File: src/rtl/i2s_pkg.sv
// i2s_pkg: shared widths, channel indices and FSM encoding for the I2S target.
package i2s_pkg;
    localparam int WORD_BITS = 24;
    localparam int SLOT_BITS = 32;
    localparam logic CH0 = 1'b0;
    localparam logic CH1 = 1'b1;
    typedef enum logic [1:0] {IDLE, ALIGN, SLOT} state_t;
    function automatic logic [1:0] ch_mask(input logic ch);
        return (ch == CH0) ? 2'b01 : 2'b10;
    endfunction
endpackage

File: src/rtl/i2s_edge_sync.sv
// i2s_edge_sync: multi-flop synchronizer with one-clk rise/fall pulses from an extra delayed copy.
module i2s_edge_sync #(
    parameter int STAGES = 2
) (
    input  logic clk,
    input  logic rst,
    input  logic d,
    output logic q,
    output logic rise,
    output logic fall
);
    logic [STAGES-1:0] sync;
    logic              prev;
    always_ff @(posedge clk or posedge rst) begin
        if (rst) begin
            sync <= '0;
            prev <= 1'b0;
        end else begin
            sync[0] <= d;
            for (int i = 1; i < STAGES; i++) sync[i] <= sync[i-1];
            prev <= q;
        end
    end
    assign q    = sync[STAGES-1];
    assign rise = q & ~prev;
    assign fall = ~q & prev;
endmodule

File: src/rtl/i2s_codec_target.sv
// i2s_codec_target: I2S target port, 24-bit samples in 32-bit slots, all inputs oversampled on clk.
// Receive samples on sclk rises, transmit changes on sclk falls, one-bit delay after each lrclk change.
module i2s_codec_target
    import i2s_pkg::*;
#(
    parameter int SYNC_STAGES    = 2,
    parameter int MIN_OVERSAMPLE = 8
) (
    input  logic                 clk,
    input  logic                 rst,
    input  logic                 codec_rstn,
    input  logic                 codec_sclk,
    input  logic                 codec_lrclk,
    input  logic                 codec_sdin,
    output logic                 codec_sdout,
    output logic [1:0]           rx_vld,
    output logic [WORD_BITS-1:0] rx_data,
    output logic [1:0]           tx_ack,
    input  logic [WORD_BITS-1:0] tx_din0,
    input  logic [WORD_BITS-1:0] tx_din1,
    output logic                 frame_err
);
    logic                   sclk_q, sclk_rise, sclk_fall, lr_q, lr_rise, lr_fall;
    logic [SYNC_STAGES-1:0] rstn_s, sdin_s;
    logic                   rstn_q, sdin_q, change, ch, lr_last, pend;
    logic [4:0]             cnt;
    logic [WORD_BITS-1:0]   rx_sh, tx_sh;
    logic [32:0]            unused_sig;
    state_t                 state, state_n;

    i2s_edge_sync #(.STAGES(SYNC_STAGES)) u_sclk (
        .clk(clk), .rst(rst), .d(codec_sclk), .q(sclk_q), .rise(sclk_rise), .fall(sclk_fall)
    );
    i2s_edge_sync #(.STAGES(SYNC_STAGES)) u_lrclk (
        .clk(clk), .rst(rst), .d(codec_lrclk), .q(lr_q), .rise(lr_rise), .fall(lr_fall)
    );

    always_ff @(posedge clk or posedge rst) begin
        if (rst) begin
            rstn_s <= '0;
            sdin_s <= '0;
        end else begin
            rstn_s[0] <= codec_rstn;
            sdin_s[0] <= codec_sdin;
            for (int i = 1; i < SYNC_STAGES; i++) begin
                rstn_s[i] <= rstn_s[i-1];
                sdin_s[i] <= sdin_s[i-1];
            end
        end
    end
    assign rstn_q     = rstn_s[SYNC_STAGES-1];
    assign sdin_q     = sdin_s[SYNC_STAGES-1];
    assign change     = sclk_rise && (lr_q != lr_last);
    assign unused_sig = {32'(MIN_OVERSAMPLE), sclk_q ^ lr_rise ^ lr_fall};

    always_ff @(posedge clk or posedge rst) begin
        if (rst) state <= IDLE;
        else     state <= state_n;
    end

    always_comb begin
        state_n = !rstn_q ? IDLE : (state == IDLE) ? ALIGN : change ? SLOT : state;
    end

    always_ff @(posedge clk or posedge rst) begin
        if (rst) begin
            codec_sdout <= 1'b0;
            rx_vld      <= '0;
            tx_ack      <= '0;
            frame_err   <= 1'b0;
            rx_data     <= '0;
            cnt         <= '0;
            rx_sh       <= '0;
            tx_sh       <= '0;
            ch          <= CH0;
            lr_last     <= 1'b0;
            pend        <= 1'b0;
        end else begin
            rx_vld    <= '0;
            tx_ack    <= '0;
            frame_err <= 1'b0;
            pend      <= 1'b0;
            // tracking every clk while idle keeps a stale lr_last from faking an edge after reset
            if (sclk_rise || state == IDLE) lr_last <= lr_q;
            if (state == IDLE || !rstn_q) begin
                cnt         <= '0;
                rx_sh       <= '0;
                tx_sh       <= '0;
                codec_sdout <= 1'b0;
            end else begin
                if (change) begin
                    ch        <= lr_q;
                    cnt       <= '0;
                    tx_sh     <= (lr_q == CH1) ? tx_din1 : tx_din0;
                    tx_ack    <= ch_mask(lr_q);
                    frame_err <= (state == SLOT) && (cnt < 5'(WORD_BITS));
                end else if (sclk_rise && state == SLOT) begin
                    if (cnt < 5'(WORD_BITS)) rx_sh <= {rx_sh[WORD_BITS-2:0], sdin_q};
                    if (cnt == 5'(WORD_BITS-1)) pend <= 1'b1;
                    cnt <= (cnt == 5'(SLOT_BITS-1)) ? cnt : cnt + 5'd1;
                end
                // zero fill makes every bit past the word go out as 0
                if (sclk_fall && state == SLOT) begin
                    codec_sdout <= tx_sh[WORD_BITS-1];
                    tx_sh       <= {tx_sh[WORD_BITS-2:0], 1'b0};
                end
                if (pend) begin
                    rx_data <= rx_sh;
                    rx_vld  <= ch_mask(ch);
                end
            end
        end
    end
endmodule

File: config.mk
export PLATFORM = sky130hd
export DESIGN_NAME = i2s_codec_target
export DESIGN_NICKNAME = d
export VERILOG_FILES = /design/src/rtl/i2s_pkg.sv /design/src/rtl/i2s_edge_sync.sv /design/src/rtl/i2s_codec_target.sv
export SDC_FILE = /design/constraint.sdc
export NUM_CORES = 1
export LEC_CHECK = 0
export ABC_AREA = 1
export CAP_MARGIN = 20
export CORE_MARGIN = 1
export CORE_UTILIZATION = 57
export DETAILED_ROUTE_END_ITERATION = 6
export HOLD_SLACK_MARGIN = 0.03
export PLACE_DENSITY = 0.83
export SLEW_MARGIN = 10
export SYNTH_ARGS = -nofsm -noshare
export SYNTH_HDL_FRONTEND = slang
export SYNTH_SLANG_ARGS = --single-unit
export TNS_END_PERCENT = 50
File: constraint.sdc
create_clock -name clk -period 6.1 [get_ports clk]
set_input_delay 0.61 -clock clk [delete_from_list [all_inputs] [get_ports clk]]
set_output_delay 0.61 -clock clk [all_outputs]
set_load 0.005 [all_outputs]
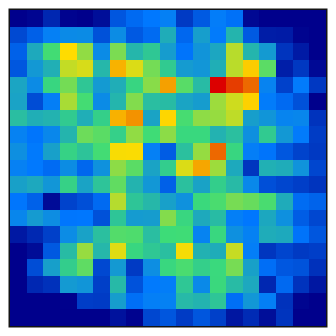
Run 1: signal metal coverage by tile
The die is cut into 19 by 19 equal tiles; dark blue is low, red is high, scaled to the fullest tile. Values are wire area over tile area, all layers added.
The fullest tile reaches 0.53. 8.9% of the tiles are nearly empty. The emptiest ninth of the die: bottom left. The densest ninth of the die: middle. 18% of the tiles are over half the peak. The mean over all tiles is 0.17.

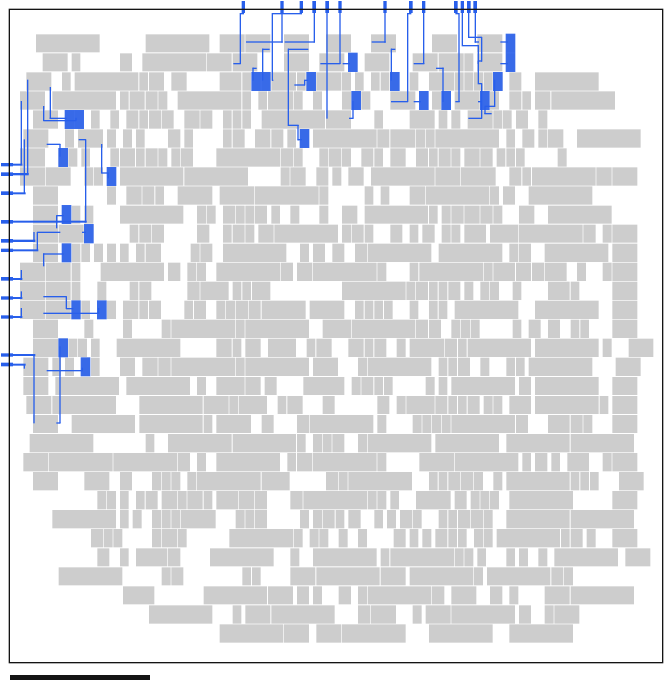
Run 1: I/O nets highlighted
The bar under the picture is 20 um long.
Key: blue = `tx_din0` [direction input, end cells 24, buffers 24, wire 350 um]

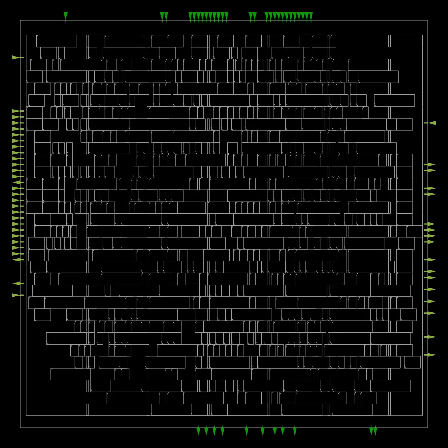
Run 1: cell outlines without signal wires
fraction of area in registers: 43.0%
Core Box Area: 7890 um^2
fin util: 71.6%

==> impl_metrics.toml, run 1 <==
# flow metrics
[outcome]
status = "complete, no violations"

[die]
fp-utilization_pct = 60.1
die_h_um = 93.2
rows = 32
io_pins = 84
die-width_um = 93.2

[synth]
synth_top_area_share_pct = 51.2
topCellsByArea = "dfrtp_1 51%, nand2_1 19%, nand3_1 7.9%"
synth.most_common_cell = "nand2_1"
ys_warn_count = 0
synth-main-ff-cell = "dfrtp_1"
netlist-cell-type-count = 27
synth_flops = 97
synth-edff-count = 0
ys_area_um2 = 4740
syn-num-nets = 643
syn-instance-count = 587
yosys_cells = 587
top_cells_by_count = "234 x nand2_1, 97 x dfrtp_1, 75 x nand3_1"
top_area_cell = "dfrtp_1"

[setup_path]
worst_setup_path_start_kind = "flop"
arrival_ns = 2.76
worstReg2RegEnd = "rx_sh[19]$_DFFE_PP0P_"
cp.required_ns = 6.36
cp_max_fo = 28
worst_r2r_path_depth = 6
r2r-start = "u_lrclk.sync[1]$_DFF_PP0_"

[clock_network]
cts_root_buf = "clkbuf_8"
cts_resized = 0
cts_buffer_depth = 2
cts.clk_slew.worst_paths_ns = 0.10
clk_latency_ns = 0.37
holdBufCountCts = 0
cts.sinks = 97
cts_setup_buffers = 0

[placed_design]
gp_congestion = 0.746
dp_cells = 741
port_buffers = 83
dp_hpwl_um = 6410

[global_route]
grt_use_total_pct = 23.6
grt_pass1_wl_um = 16300
first_global_vias = 3660
antenna_found_initial = 0
gr-total-overflow = 0
grt_start_max_net_pins = 52

[hold_path]
hp-class = "flop to flop"
holdPathStages = 0
worstHoldStart = "u_sclk.sync[0]$_DFF_PP0_"
hold_end = "u_sclk.sync[1]$_DFF_PP0_"

[final_timing]
tightest_slew_ns = 0.967
fmax_mhz = 400
tns_ns = 0
rsz0062_at_grt = "false"
hold_violations = 0
drv_slew = 0
fin_crit_sh_pct = 41.0
slew_headroom_pct = 35.5
skew_ns = 0.0153
finalCriticalPeriod_ns = 2.50

[power_and_ir_drop]
irDropWorstVdd_mv = 0.121
p_leak_nw = 2.82
powerDensity_nw_per_um2 = 217

[detailed_routing]
drc_errors = 0
drtIter0Drc = 213
via_per_inst = 5.18
drt-pass1-iter-count = 4
drt_wl_total_um = 9470
post_drt_wl_per_cell_um = 12.5

[cells_and_area]
drive_gt1_share_pct = 10.2
nets = 706
area_growth_pct = 19.1
finalNonFillerCells = 757

[flow_run]
tool_warnings = 26
max_cap_violations = 0
[run 1: sequential cells by signal, indices dropped and copies added (netlist names), 2 cells and up]
register / count
rx_vld: 2
tx_ack: 2
cnt: 5
sdin_s: 2
tx_sh: 24
rx_sh: 24
rstn_s: 2
rx_data: 24
u_lrclk.sync: 2
state: 2
u_sclk.sync: 2
[run 1: layout make-up]
cell class | count | area, um^2
multi-input cells | 418 | 1910
flip-flops and latches | 97 | 2430
inverters | 40 | 163
fillers | 621 | 2240
clock buffers | 9 | 124
repair buffers | 84 | 838
well taps | 102 | 128
clock inverters | 7 | 58.8
[run 1: kinds of logic after synthesis]
group	after synthesis	synth area share (%)
adder cells (fa/ha/maj)	2	0.528
flip-flops	97	51.2
AND-OR/OR-AND	34	4.25
AND/OR/NAND/NOR	382	35.4
buffers and inverters	72	8.53
[run 1: report_power, final]
group | switching [mW] | internal [mW]
Clock | 0.237 | 0.156
Sequential | 0.0172 | 0.663
Combinational | 0.0901 | 0.0594
Total | 0.345 | 0.878
[run 1: per-stage QoR]
step | hold slack, ns | worst slack, ns | instance area (um^2) | power [mW]
finish | 0.358 | 3.60 | 5640 | 1.22
detailed placement | 0.340 | 3.60 | 5460 | 0.842
floorplan | 0.331 | 2.96 | 4740 | 0.794
CTS | 0.362 | 3.60 | 5640 | 1.23
global route | 0.367 | 3.37 | 5640 | 1.28
global placement | 0.335 | 3.69 | 5460 | 0.838
[run 1: layer usage]
| layer | wire [um] | GRT usage (%) | share of wire [%] | up-vias |
|---|---|---|---|---|
| met3 | 403 | 3.50 | 4.3 | 13 |
| met4 | 145 | 8.46 | 1.5 | 0 |
| met2 | 4740 | 38.9 | 50 | 101 |
| met5 | 0 | 0 | 0 | - |
| li1 | - | - | - | 1961 |
| met1 | 4190 | 32.0 | 44 | 1850 |
[run 1: worst max-delay path: stages (launching register included)]
cell	delay [ns]
dfrtp_1	0.76
inv_6	0.37
nand2_4	0.09
a21oi_4	0.49
nand2_2	0.42
nand2_1	0.18
nand2_1	0.07
[run 1: placed cells by master (no fill, tap or decap), types with 2 or more instances in the layout]
cell type	instances
nand2_4	4
clkdlybuf4s50_1	83
nor2_4	2
dfrtp_1	97
inv_1	32
a21oi_1	6
inv_2	4
clkbuf_8	9
o21ai_2	5
inv_4	3
o21ai_1	16
inv_6	3
o21ai_0	5
nand3_1	75
clkinv_2	2
nand2_1	234
nor2_1	32
ha_1	2
inv_8	2
nand2_2	27
nand4_1	5
[run 1: how the worst max path moves through the flow]
stage	startpoint	to	slack, ns	depth (start not counted)
finish	u_lrclk.sync[1]$_DFF_PP0_	rx_sh[19]$_DFFE_PP0P_	3.60	6
global route	u_lrclk.sync[1]$_DFF_PP0_	rx_sh[19]$_DFFE_PP0P_	3.37	6
CTS	u_lrclk.sync[1]$_DFF_PP0_	rx_sh[0]$_DFFE_PP0P_	3.60	5
detailed placement	u_lrclk.sync[1]$_DFF_PP0_	rx_sh[0]$_DFFE_PP0P_	3.60	6
global placement	u_lrclk.sync[1]$_DFF_PP0_	rx_sh[0]$_DFFE_PP0P_	3.69	5
floorplan	rst	ch$_DFFE_PP0P_	2.96	1
Run 1, supply network:
The bar under the picture is 20 um long. Pins as bars on the die edge. Tap cells in gray.
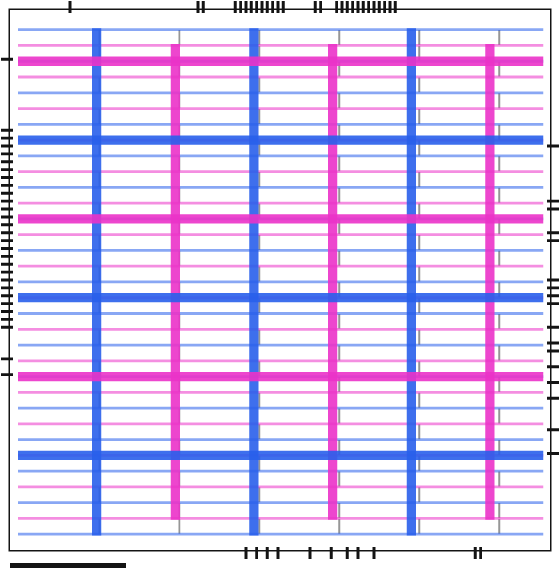

## Run 2: what changed since run 1
--- a/config.mk
+++ b/config.mk
@@ -8,10 +8,10 @@
 export ABC_AREA = 1
 export CAP_MARGIN = 20
 export CORE_MARGIN = 1
-export CORE_UTILIZATION = 57
+export CORE_UTILIZATION = 53
 export DETAILED_ROUTE_END_ITERATION = 6
 export HOLD_SLACK_MARGIN = 0.03
-export PLACE_DENSITY = 0.83
+export PLACE_DENSITY = 0.78
 export SLEW_MARGIN = 10
 export SYNTH_ARGS = -nofsm -noshare
 export SYNTH_HDL_FRONTEND = slang
==> constraint.sdc (replaced) <==
create_clock -name clk -period 2.6 [get_ports clk]
set_input_delay 0.26 -clock clk [delete_from_list [all_inputs] [get_ports clk]]
set_output_delay 0.26 -clock clk [all_outputs]
set_load 0.005 [all_outputs]
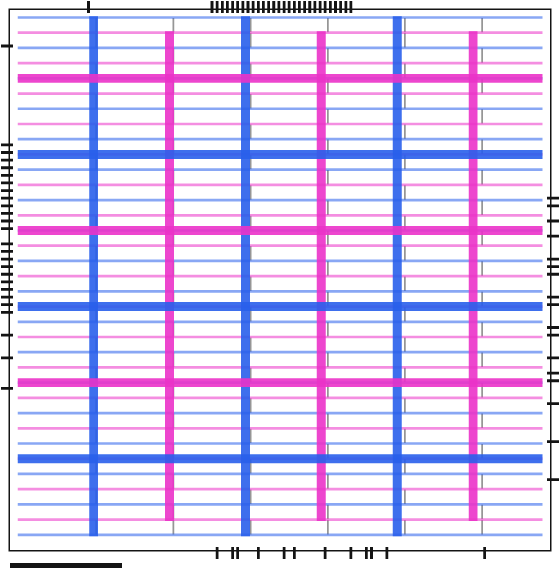
Run 2: supply network
The bar under the picture is 20 um long. Pins as bars on the die edge. Tap cells in gray.
Key: blue = VSS; magenta = VDD
6 straps on met5. 84 signal pins sit on the boundary. 35 met1 rails follow the rows.

==> run 2 against run 1 <==
  * Sequential share of layout area is 0.57 points lower
  * Critical endpoint is now tx_sh[21]$_DFFE_PP0P_
  * Hold slack worse by 0.034 ns
  * Largest power group unchanged
  * Critical path type unchanged
  * Highest routed layer unchanged
  * Combinational power is 140% higher
==> impl_metrics.toml, run 2 <==
# flow metrics
[hold_path]
hp-class = "input port to flop"
holdPathStages = 1

[clock_network]
cts.sinks = 97
clk_latency_ns = 0.37
cts_root_buf = "clkbuf_8"
cts_setup_buffers = 0
cts.clk_slew.worst_paths_ns = 0.10
cts_buffer_depth = 2
holdBufCountCts = 0

[die]
core-area_um2 = 8680
rows = 34
die-width_um = 96.5

[placed_design]
port_buffers = 83
placed_cell_area_um2 = 5540
gp_congestion = 0.783

[final_timing]
tightest_slew_ns = 0.506
hold_violations = 0
drv_slew = 0
tns_ns = 0
skew_ns = 0.0122
fin_ws_ns = 0.588
finalCriticalPeriod_ns = 2.01
rsz0062_at_grt = "false"
whs_ns = 0.324

[power_and_ir_drop]
fin_total_pwr_mw = 2.89
irDropWorstVdd_mv = 0.267
powerDensity_nw_per_um2 = 504
p_leak_nw = 2.85

[global_route]
grt_use_total_pct = 22.6
antenna_found_initial = 0
grt_start_max_net_pins = 98
grt_pass1_wl_um = 16100
first_global_vias = 3662
gr-total-overflow = 0

[cells_and_area]
mostFrequentLayoutCells = "234 x nand2_1, 97 x dfrtp_1, 83 x clkdlybuf4s50_1"
reg_top3 = "rx_data x24, rx_sh x24, tx_sh x24"
fill_cells = 747
fin_util_pct = 65.9
area_growth_pct = 20.8
nets = 713
drive_gt1_share_pct = 11.2
layout_top_cell = "nand2_1"

[setup_path]
cp.required_ns = 2.90
arrival_ns = 2.31
cp_max_fo = 32

[synth]
synth_flops = 97
synth-main-ff-cell = "dfrtp_1"
topCellsByArea = "dfrtp_1 51%, nand2_1 19%, nand3_1 7.9%"
synth.most_common_cell = "nand2_1"
yosys_cells = 587
netlist-cell-type-count = 27
synth_top_area_share_pct = 51.2
top_cells_by_count = "234 x nand2_1, 97 x dfrtp_1, 75 x nand3_1"
syn-num-nets = 643
syn-instance-count = 587

[detailed_routing]
drt_wl_total_um = 9770
via_per_inst = 5.09
drt-pass1-iter-count = 4

[outcome]
status = "complete, no violations"
run 2: cell types whose count changed in the layout (fill, tap and decap cells not counted):
| cell | before | now |
|---|---|---|
| buf_4 | 1 | 7 |
| clkinv_2 | 2 | 1 |
| clkinvlp_4 | 0 | 2 |
| inv_4 | 3 | 2 |
| buf_12 | 0 | 1 |
run 2: metal layers:
layer  wire, um  GRT usage (%)  up-vias
li1           -              -     1971
met1       4290           28.4     1836
met2       4920           39.3       96
met3        412           3.99       13
met4        150           7.97        0
met5          0              0        -
run 2: critical path, stage by stage, from the launching register on:
cell and delay (ns):
dfrtp_1 0.40, inv_2 0.07, nand2_4 0.08, nand2_4 0.17
inv_4 0.34, nand3_4 0.32, inv_4 0.39, nand2_1 0.08
nand2_1 0.08
run 2: logic make-up after synthesis:
family | synth area share, %
DFF | 51.2
adders and majority gates | 0.528
and+or+nand+nor | 35.4
buffers and inverters | 8.53
AOI/OAI and AO/OA | 4.25
run 2: worst paths after layout:
kind	startpoint	endpoint	slack, ns
max reg2reg	state[1]$_DFFE_PP0P_	tx_sh[21]$_DFFE_PP0P_	0.59
min in group asynchronous	rst	cnt[2]$_DFFE_PP0P_	0.39
max in group asynchronous	rst	tx_sh[19]$_DFFE_PP0P_	1.82
min reg2reg	u_sclk.sync[0]$_DFF_PP0_	u_sclk.sync[1]$_DFF_PP0_	0.36
min	codec_lrclk	u_lrclk.sync[0]$_DFF_PP0_	0.32
max	state[1]$_DFFE_PP0P_	tx_sh[21]$_DFFE_PP0P_	0.59
run 2: area by class of cell:
cell class | count | share of cell area [%]
Sequential cell | 97 | 42.4
Multi-Input combinational cell | 418 | 33.3
Timing Repair Buffer | 91 | 15.8
Inverter | 40 | 2.87
Tap cell | 108 | 2.36
Clock buffer | 9 | 2.17
Clock inverter | 7 | 1.07
run 2: power breakdown:
part | switching [mW] | leakage, nW | internal (mW)
Sequential | 0.0360 | 1.32 | 1.55
Combinational | 0.218 | 1.43 | 0.147
Clock | 0.562 | 0.0940 | 0.368
Power figures rest on the tool's default switching activity, not on a simulated workload.
